<file path="src/rtl/uart_tx_fifo_if.sv">
// Host/transmitter-side signal bundle for uart_tx_fifo.
// master: the host and transmitter side; slave: the FIFO itself.
interface uart_tx_fifo_if #(
  parameter int unsigned DEPTH  = 16,
  parameter int unsigned DATA_W = 8
) ();
  localparam int unsigned CNT_W = $clog2(DEPTH) + 1;

  logic [DATA_W-1:0] wr_data;
  logic              wr_en;
  logic              flush;
  logic              full;
  logic              empty;
  logic [CNT_W-1:0]  count;
  logic [DATA_W-1:0] tx_data;
  logic              tx_send;
  logic              tx_data_ready;
  logic              overflow;

  modport master (
    output wr_data, wr_en, flush, tx_data_ready,
    input  full, empty, count, tx_data, tx_send, overflow
  );

  modport slave (
    input  wr_data, wr_en, flush, tx_data_ready,
    output full, empty, count, tx_data, tx_send, overflow
  );
endinterface

</file>
<file path="src/rtl/uart_tx_fifo.sv">
// Byte FIFO feeding a UART transmitter through a send/ready handshake.
// Optional feature macro: UART_TX_FIFO_OVF_EN -- sticky overflow flag on
// dropped pushes; when undefined, overflow is tied low and has no register.
module uart_tx_fifo #(
  parameter int unsigned DEPTH  = 16,
  parameter int unsigned DATA_W = 8
) (
  input logic          clk,
  input logic          rst_n,
  uart_tx_fifo_if.slave bus
);
  localparam int unsigned PTR_W = $clog2(DEPTH);
  localparam int unsigned CNT_W = PTR_W + 1;

  typedef enum logic [1:0] {
    IDLE     = 2'd0,
    WAIT_ACK = 2'd1,
    BUSY     = 2'd2
  } state_t;

  state_t            state_q;
  state_t            state_d;
  logic [DATA_W-1:0] mem [DEPTH];
  logic [PTR_W-1:0]  wr_ptr_q;
  logic [PTR_W-1:0]  rd_ptr_q;
  logic [CNT_W-1:0]  count_q;
  logic [CNT_W-1:0]  count_d;
  logic              full_q;
  logic              empty_q;
  logic              tx_send_q;
  logic [DATA_W-1:0] tx_data_q;
  logic              push_c;
  logic              pop_c;

  assign push_c = bus.wr_en & ~full_q;

  // Drain FSM: pop one byte per send/ready handshake.
  always_comb begin
    state_d = state_q;
    pop_c   = 1'b0;
    case (state_q)
      IDLE: begin
        if (!empty_q && bus.tx_data_ready) begin
          pop_c   = 1'b1;
          state_d = WAIT_ACK;
        end
      end
      WAIT_ACK: if (!bus.tx_data_ready) state_d = BUSY;
      BUSY:     if (bus.tx_data_ready)  state_d = IDLE;
      default:  state_d = IDLE;
    endcase
  end

  // FSM state register.
  always_ff @(posedge clk or negedge rst_n) begin
    if (!rst_n) state_q <= IDLE;
    else        state_q <= state_d;
  end

  // Occupancy after this cycle; flush wins over a same-cycle push.
  always_comb begin
    count_d = count_q;
    if (bus.flush) count_d = '0;
    else           count_d = count_q + CNT_W'(push_c) - CNT_W'(pop_c);
  end

  // Pointers, count and the full/empty flags kept in lockstep with count.
  always_ff @(posedge clk or negedge rst_n) begin
    if (!rst_n) begin
      wr_ptr_q <= '0;
      rd_ptr_q <= '0;
      count_q  <= '0;
      full_q   <= 1'b0;
      empty_q  <= 1'b1;
    end else begin
      count_q <= count_d;
      full_q  <= (count_d == CNT_W'(DEPTH));
      empty_q <= (count_d == '0);
      if (bus.flush) begin
        wr_ptr_q <= '0;
        rd_ptr_q <= '0;
      end else begin
        if (push_c) wr_ptr_q <= wr_ptr_q + PTR_W'(1);
        if (pop_c)  rd_ptr_q <= rd_ptr_q + PTR_W'(1);
      end
    end
  end

  // Storage array; needs no reset since count gates every read.
  always_ff @(posedge clk) begin
    if (push_c && !bus.flush) mem[wr_ptr_q] <= bus.wr_data;
  end

  // Send strobe and held byte toward the transmitter.
  always_ff @(posedge clk or negedge rst_n) begin
    if (!rst_n) begin
      tx_send_q <= 1'b0;
      tx_data_q <= '0;
    end else begin
      tx_send_q <= pop_c;
      if (pop_c) tx_data_q <= mem[rd_ptr_q];
    end
  end

`ifdef UART_TX_FIFO_OVF_EN
  logic overflow_q;

  // Sticky drop flag, cleared only by flush or reset.
  always_ff @(posedge clk or negedge rst_n) begin
    if (!rst_n)                      overflow_q <= 1'b0;
    else if (bus.flush)              overflow_q <= 1'b0;
    else if (bus.wr_en && full_q)    overflow_q <= 1'b1;
  end

  assign bus.overflow = overflow_q;
`else
  assign bus.overflow = 1'b0;
`endif

  assign bus.full    = full_q;
  assign bus.empty   = empty_q;
  assign bus.count   = count_q;
  assign bus.tx_data = tx_data_q;
  assign bus.tx_send = tx_send_q;
endmodule

</file>
<file path="src/flat_wrapper.sv">
// flat-port wrapper written by rule: the top's interface ports become plain ports
module uart_tx_fifo_flat 
#(
  parameter int unsigned DEPTH  = 16,
  parameter int unsigned DATA_W = 8
)
  (clk, rst_n, bus_wr_data, bus_wr_en, bus_flush, bus_tx_data_ready, bus_full, bus_empty, bus_count, bus_tx_data, bus_tx_send, bus_overflow);
  uart_tx_fifo_if #(.DEPTH(DEPTH), .DATA_W(DATA_W)) bus_i ();
  input logic clk;
  input logic rst_n;
  input wire logic [$bits(bus_i.wr_data)-1:0] bus_wr_data;
  input wire logic [$bits(bus_i.wr_en)-1:0] bus_wr_en;
  input wire logic [$bits(bus_i.flush)-1:0] bus_flush;
  input wire logic [$bits(bus_i.tx_data_ready)-1:0] bus_tx_data_ready;
  output wire logic [$bits(bus_i.full)-1:0] bus_full;
  output wire logic [$bits(bus_i.empty)-1:0] bus_empty;
  output wire logic [$bits(bus_i.count)-1:0] bus_count;
  output wire logic [$bits(bus_i.tx_data)-1:0] bus_tx_data;
  output wire logic [$bits(bus_i.tx_send)-1:0] bus_tx_send;
  output wire logic [$bits(bus_i.overflow)-1:0] bus_overflow;
  assign bus_i.wr_data = bus_wr_data;
  assign bus_i.wr_en = bus_wr_en;
  assign bus_i.flush = bus_flush;
  assign bus_i.tx_data_ready = bus_tx_data_ready;
  assign bus_full = bus_i.full;
  assign bus_empty = bus_i.empty;
  assign bus_count = bus_i.count;
  assign bus_tx_data = bus_i.tx_data;
  assign bus_tx_send = bus_i.tx_send;
  assign bus_overflow = bus_i.overflow;
  uart_tx_fifo #(.DEPTH(DEPTH), .DATA_W(DATA_W)) u_core (.clk(clk), .rst_n(rst_n), .bus(bus_i));
endmodule
</file>
<file path="config.mk">
export PLATFORM = sky130hd
export DESIGN_NAME = uart_tx_fifo_flat
export DESIGN_NICKNAME = d
export VERILOG_FILES = /design/src/rtl/uart_tx_fifo_if.sv /design/src/rtl/uart_tx_fifo.sv /design/src/flat_wrapper.sv
export SDC_FILE = /design/constraint.sdc
export NUM_CORES = 1
export LEC_CHECK = 0
export CAP_MARGIN = 20
export CELL_PAD_IN_SITES_DETAIL_PLACEMENT = 0
export CELL_PAD_IN_SITES_GLOBAL_PLACEMENT = 1
export CORE_MARGIN = 1.5
export CORE_UTILIZATION = 56
export CTS_CLUSTER_DIAMETER = 100
export DETAILED_ROUTE_END_ITERATION = 7
export PLACE_DENSITY = 0.85
export SYNTH_ARGS = -nofsm -noshare
export SYNTH_HDL_FRONTEND = slang
export SYNTH_SLANG_ARGS = --single-unit
</file>
<file path="constraint.sdc">
create_clock -name clk -period 4.39 [get_ports clk]
set_input_delay 1.317 -clock clk [delete_from_list [all_inputs] [get_ports clk]]
set_output_delay 1.317 -clock clk [all_outputs]
set_load 0.05 [all_outputs]
</file>
### Clock wires, drivers and flops

Scale bar: 20 um.
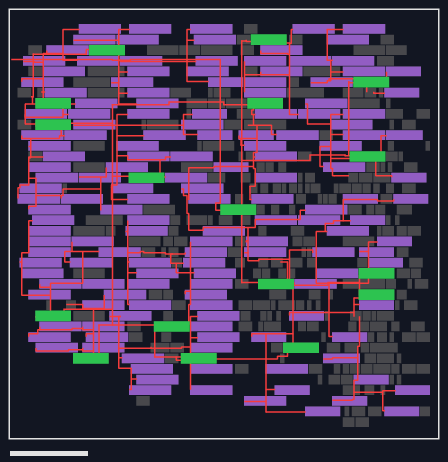
[clock wires] red | length: 1,730 um
[flip-flops] purple | count: 154
[cells driving clock nets] green | count: 17
routed clock nets: 18
part of the power in the clock network: 34.2%
clock group power: 0.00142 W
clock latency reported for the late side of the worst-skew pair: 0.43 ns
clock skew after layout: 0.00618 ns

### Signal wires by layer

Scale bar: 20 um.
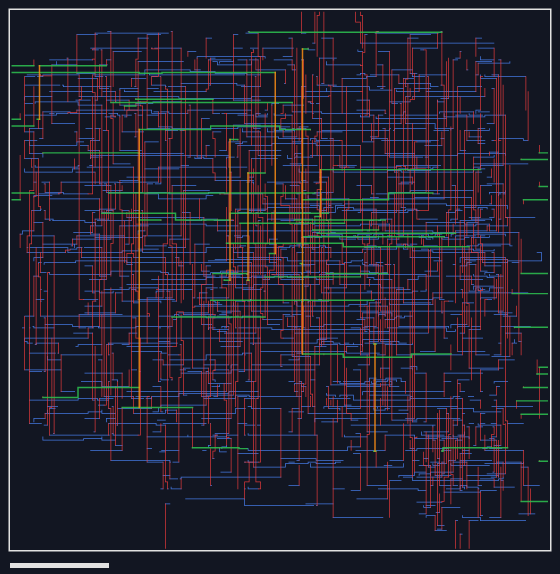
| layer | colour | wire length |
|---|---|---|
| met2 | red | 6,100 um |
| met4 | orange | 248 um |
| met1 | blue | 5,020 um |
| met3 | green | 801 um |
total routed wirelength: 12,200 um
average wire per cell in the routed design: 22.2 um
GR Util All Layers: 22.8%

### Supply network

Scale bar: 20 um. Pins as bars on the die edge.
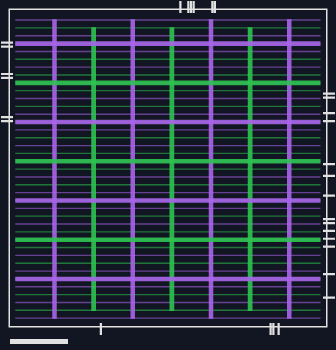
| net | colour |
|---|---|
| VDD | green |
| VSS | purple |
met1 rails: 39
met5 straps: 7
met4 straps: 7
peak supply drop: 0.443 mV
DIE WIDTH: 110 um
Floorplan Core Area: 0.0109 mm2
Chip Height: 110 um

### Placement by cell class

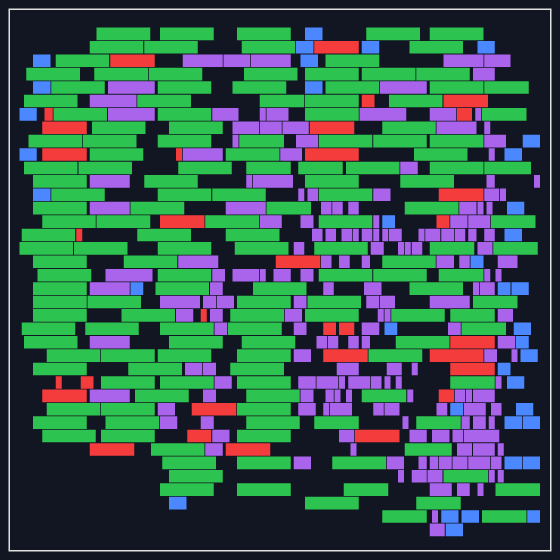
| class | colour | cells |
|---|---|---|
| flops | green | 154 |
| all other logic | purple | 186 |
| other buffers and delay cells | blue | 37 |
| clock drivers and dummy loads | red | 32 |
flop share of the area: 61.2%
Final Core Density: 67.2%
area of all placed cells without fillers: 0.00735 mm2

### Clock wiring as the flow saved it

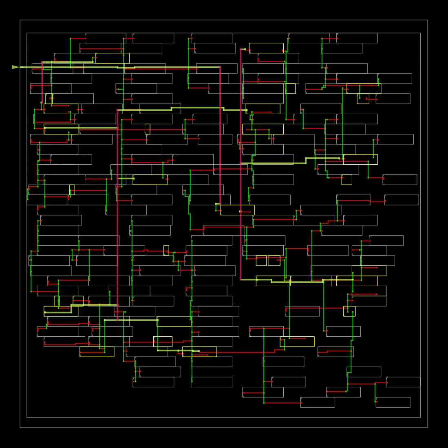
flip-flops: 154
number of clock buffers in the layout: 22

final timing paths:
kind,from,to,slack [ns],cells past startpoint
min in group asynchronous,rst_n,u_core.bus.count[2],1.27,2
max in group asynchronous,rst_n,u_core.bus.empty,2.81,2
min reg2reg,u_core.state_q[1],u_core.state_q[0],0.48,1
min,u_core.state_q[1],u_core.state_q[0],0.48,1
max reg2reg,u_core.state_q[1],u_core.bus.full,1.31,10
max,bus_tx_data_ready,u_core.bus.full,0.40,11
through the flow:
stage          hold WS, ns  setup WS [ns]
2_1_floorplan        0.443          0.615
3_3_place_gp         0.461         0.0854
3_5_place_dp         0.477      -0.000335
4_1_cts              0.492          0.415
5_1_grt              0.508          0.275
6_report             0.484          0.401
==> git commit body <==
Log flow metrics for this revision

* Netlist cell types: ~44
- Of the total synthesized cell area, the portion taken by XOR and XNOR cells is ~1.5%.
- In this run the most used layer during global routing was met2.
- TritonCTS created 17 clock buffers.
- Detailed placement reports a standard cell area of roughly 0.0068 mm2.
- Outcome: complete, no violations
- CTS tree: yes
* Flops & latches, synth: between 150 and 200
- Summing all multiplexer cells gives an area fraction of approximately an eighth.
- Share of power burned in registers: a little over two fifths
* Fraction of post-synthesis cell area in the top cell type by area: about three fifths
- Highest Clock Rate: 0.251 GHz
* Fraction of area in clock buffers and inverters: between 7 and 8%
- Syn-to-layout area delta: 15.5%
* Total of warnings raised by yosys: 0
- Post-CTS repair ended up resizing 0 cells.
- Clock slew seen by the registers of the worst setup and hold paths: 0.06 ns
* Routability cong.: between 0.8 and 0.9
* Worst slew slack as a fraction of its limit: around 37%
* Total congestion overflow after global routing: 0
* Final critical-path share of the clock period: between 90% and 100%
* CP delay by family, top: simple AND/OR/NAND/NOR gates
- The signal on the critical path passes through clkdlybuf4s50_1 -> or4b_1 -> inv_2 -> ha_1 -> inv_1 -> ha_1 -> inv_1 -> fa_1 -> xnor2_1 -> or3b_2 -> a2111oi_1.
- In this run the worst path has a maximum fanout of 3.
- Most area-hungry cell type in the Yosys netlist: sky130_fd_sc_hd__edfxtp_1
- M3 GR Usage: under 10%
- Max stage delay on crit path: around 0.5 ns
- In this run switching power makes up roughly 29% of total power.
- In the detailed route, the total length drawn on met2 is ~6100 um.
* Total power: ~0.0041 W
- The cell-mix breakdown from Yosys lists the adder-cell area share as 2.28%.
- The synthesis run shows the most used standard cells to be 128 x sky130_fd_sc_hd__edfxtp_1, 25 x sky130_fd_sc_hd__dfrtp_1, 22 x sky130_fd_sc_hd__mux2i_1.
- Pins over their slew limit: 0
* Syn nets: ~380
* Top post-synthesis cells by area: sky130_fd_sc_hd__edfxtp_1 60%, sky130_fd_sc_hd__dfrtp_1 9.8%, sky130_fd_sc_hd__mux4_2 5.3%
* Well tap count: approximately 140
- Cell internal power was estimated by the tool at slightly below 0.003 W.
- The net switching power in the latest report is 0.00121 W.
- The cell-mix breakdown from Yosys lists the simple-gate area share as approximately 5.7%.
- The first detailed-routing pass took 5 iterations.
- Main flop type after synthesis: sky130_fd_sc_hd__edfxtp_1
- The net count of the finished layout is about 420.
* Final worst path period need: 3.99 ns
- Standard-cell rows: 38
- Flip-flop count of the largest register after layout: between 100 and 150
- Areal power density over the cells: between 500 and 600 mW/mm2
- According to the timing report, the data required time at the worst endpoint equals approximately 4.7 ns.
- The final layout reports a setup TNS of 0 ns.
* Worst hold path class: flop to flop
* Starting DRC count in detailed routing: approximately 310
- The initial antenna violation count is 0.
- Share of final layout cell area taken by non-clock buffers: around 4.7%
* Post-synth EDFFs: 128
- met1 track demand over resource after global routing is 28.6%.
- In the final report, the number of endpoints failing setup comes to 0.
* Logic gate fraction of the total cell area: a little under a quarter
- Looking at the setup timing report, the critical path kind is input port to flop.
- Leaving out the clock tree, the finished layout contains a buffer count of 37.
- The tool flagged a number of max-cap violations equal to 0.
- The placement report lists the number of port buffers as 28.
- CTS Hold Bufs: 0
- Wire segments on met3 add up to ~800 um in the final route.
* Number of endpoints with negative hold slack in the final report: 0
* Number of instances in the placed design: between 500 and 600
- Mean cell area of the mapped netlist: between 15 and 20 um2
- Power attributed to sequential cells: 0.00176 W
* Number of global-route vias before repair: around 3,400
Power figures rest on the tool's default switching activity, not on a simulated workload.
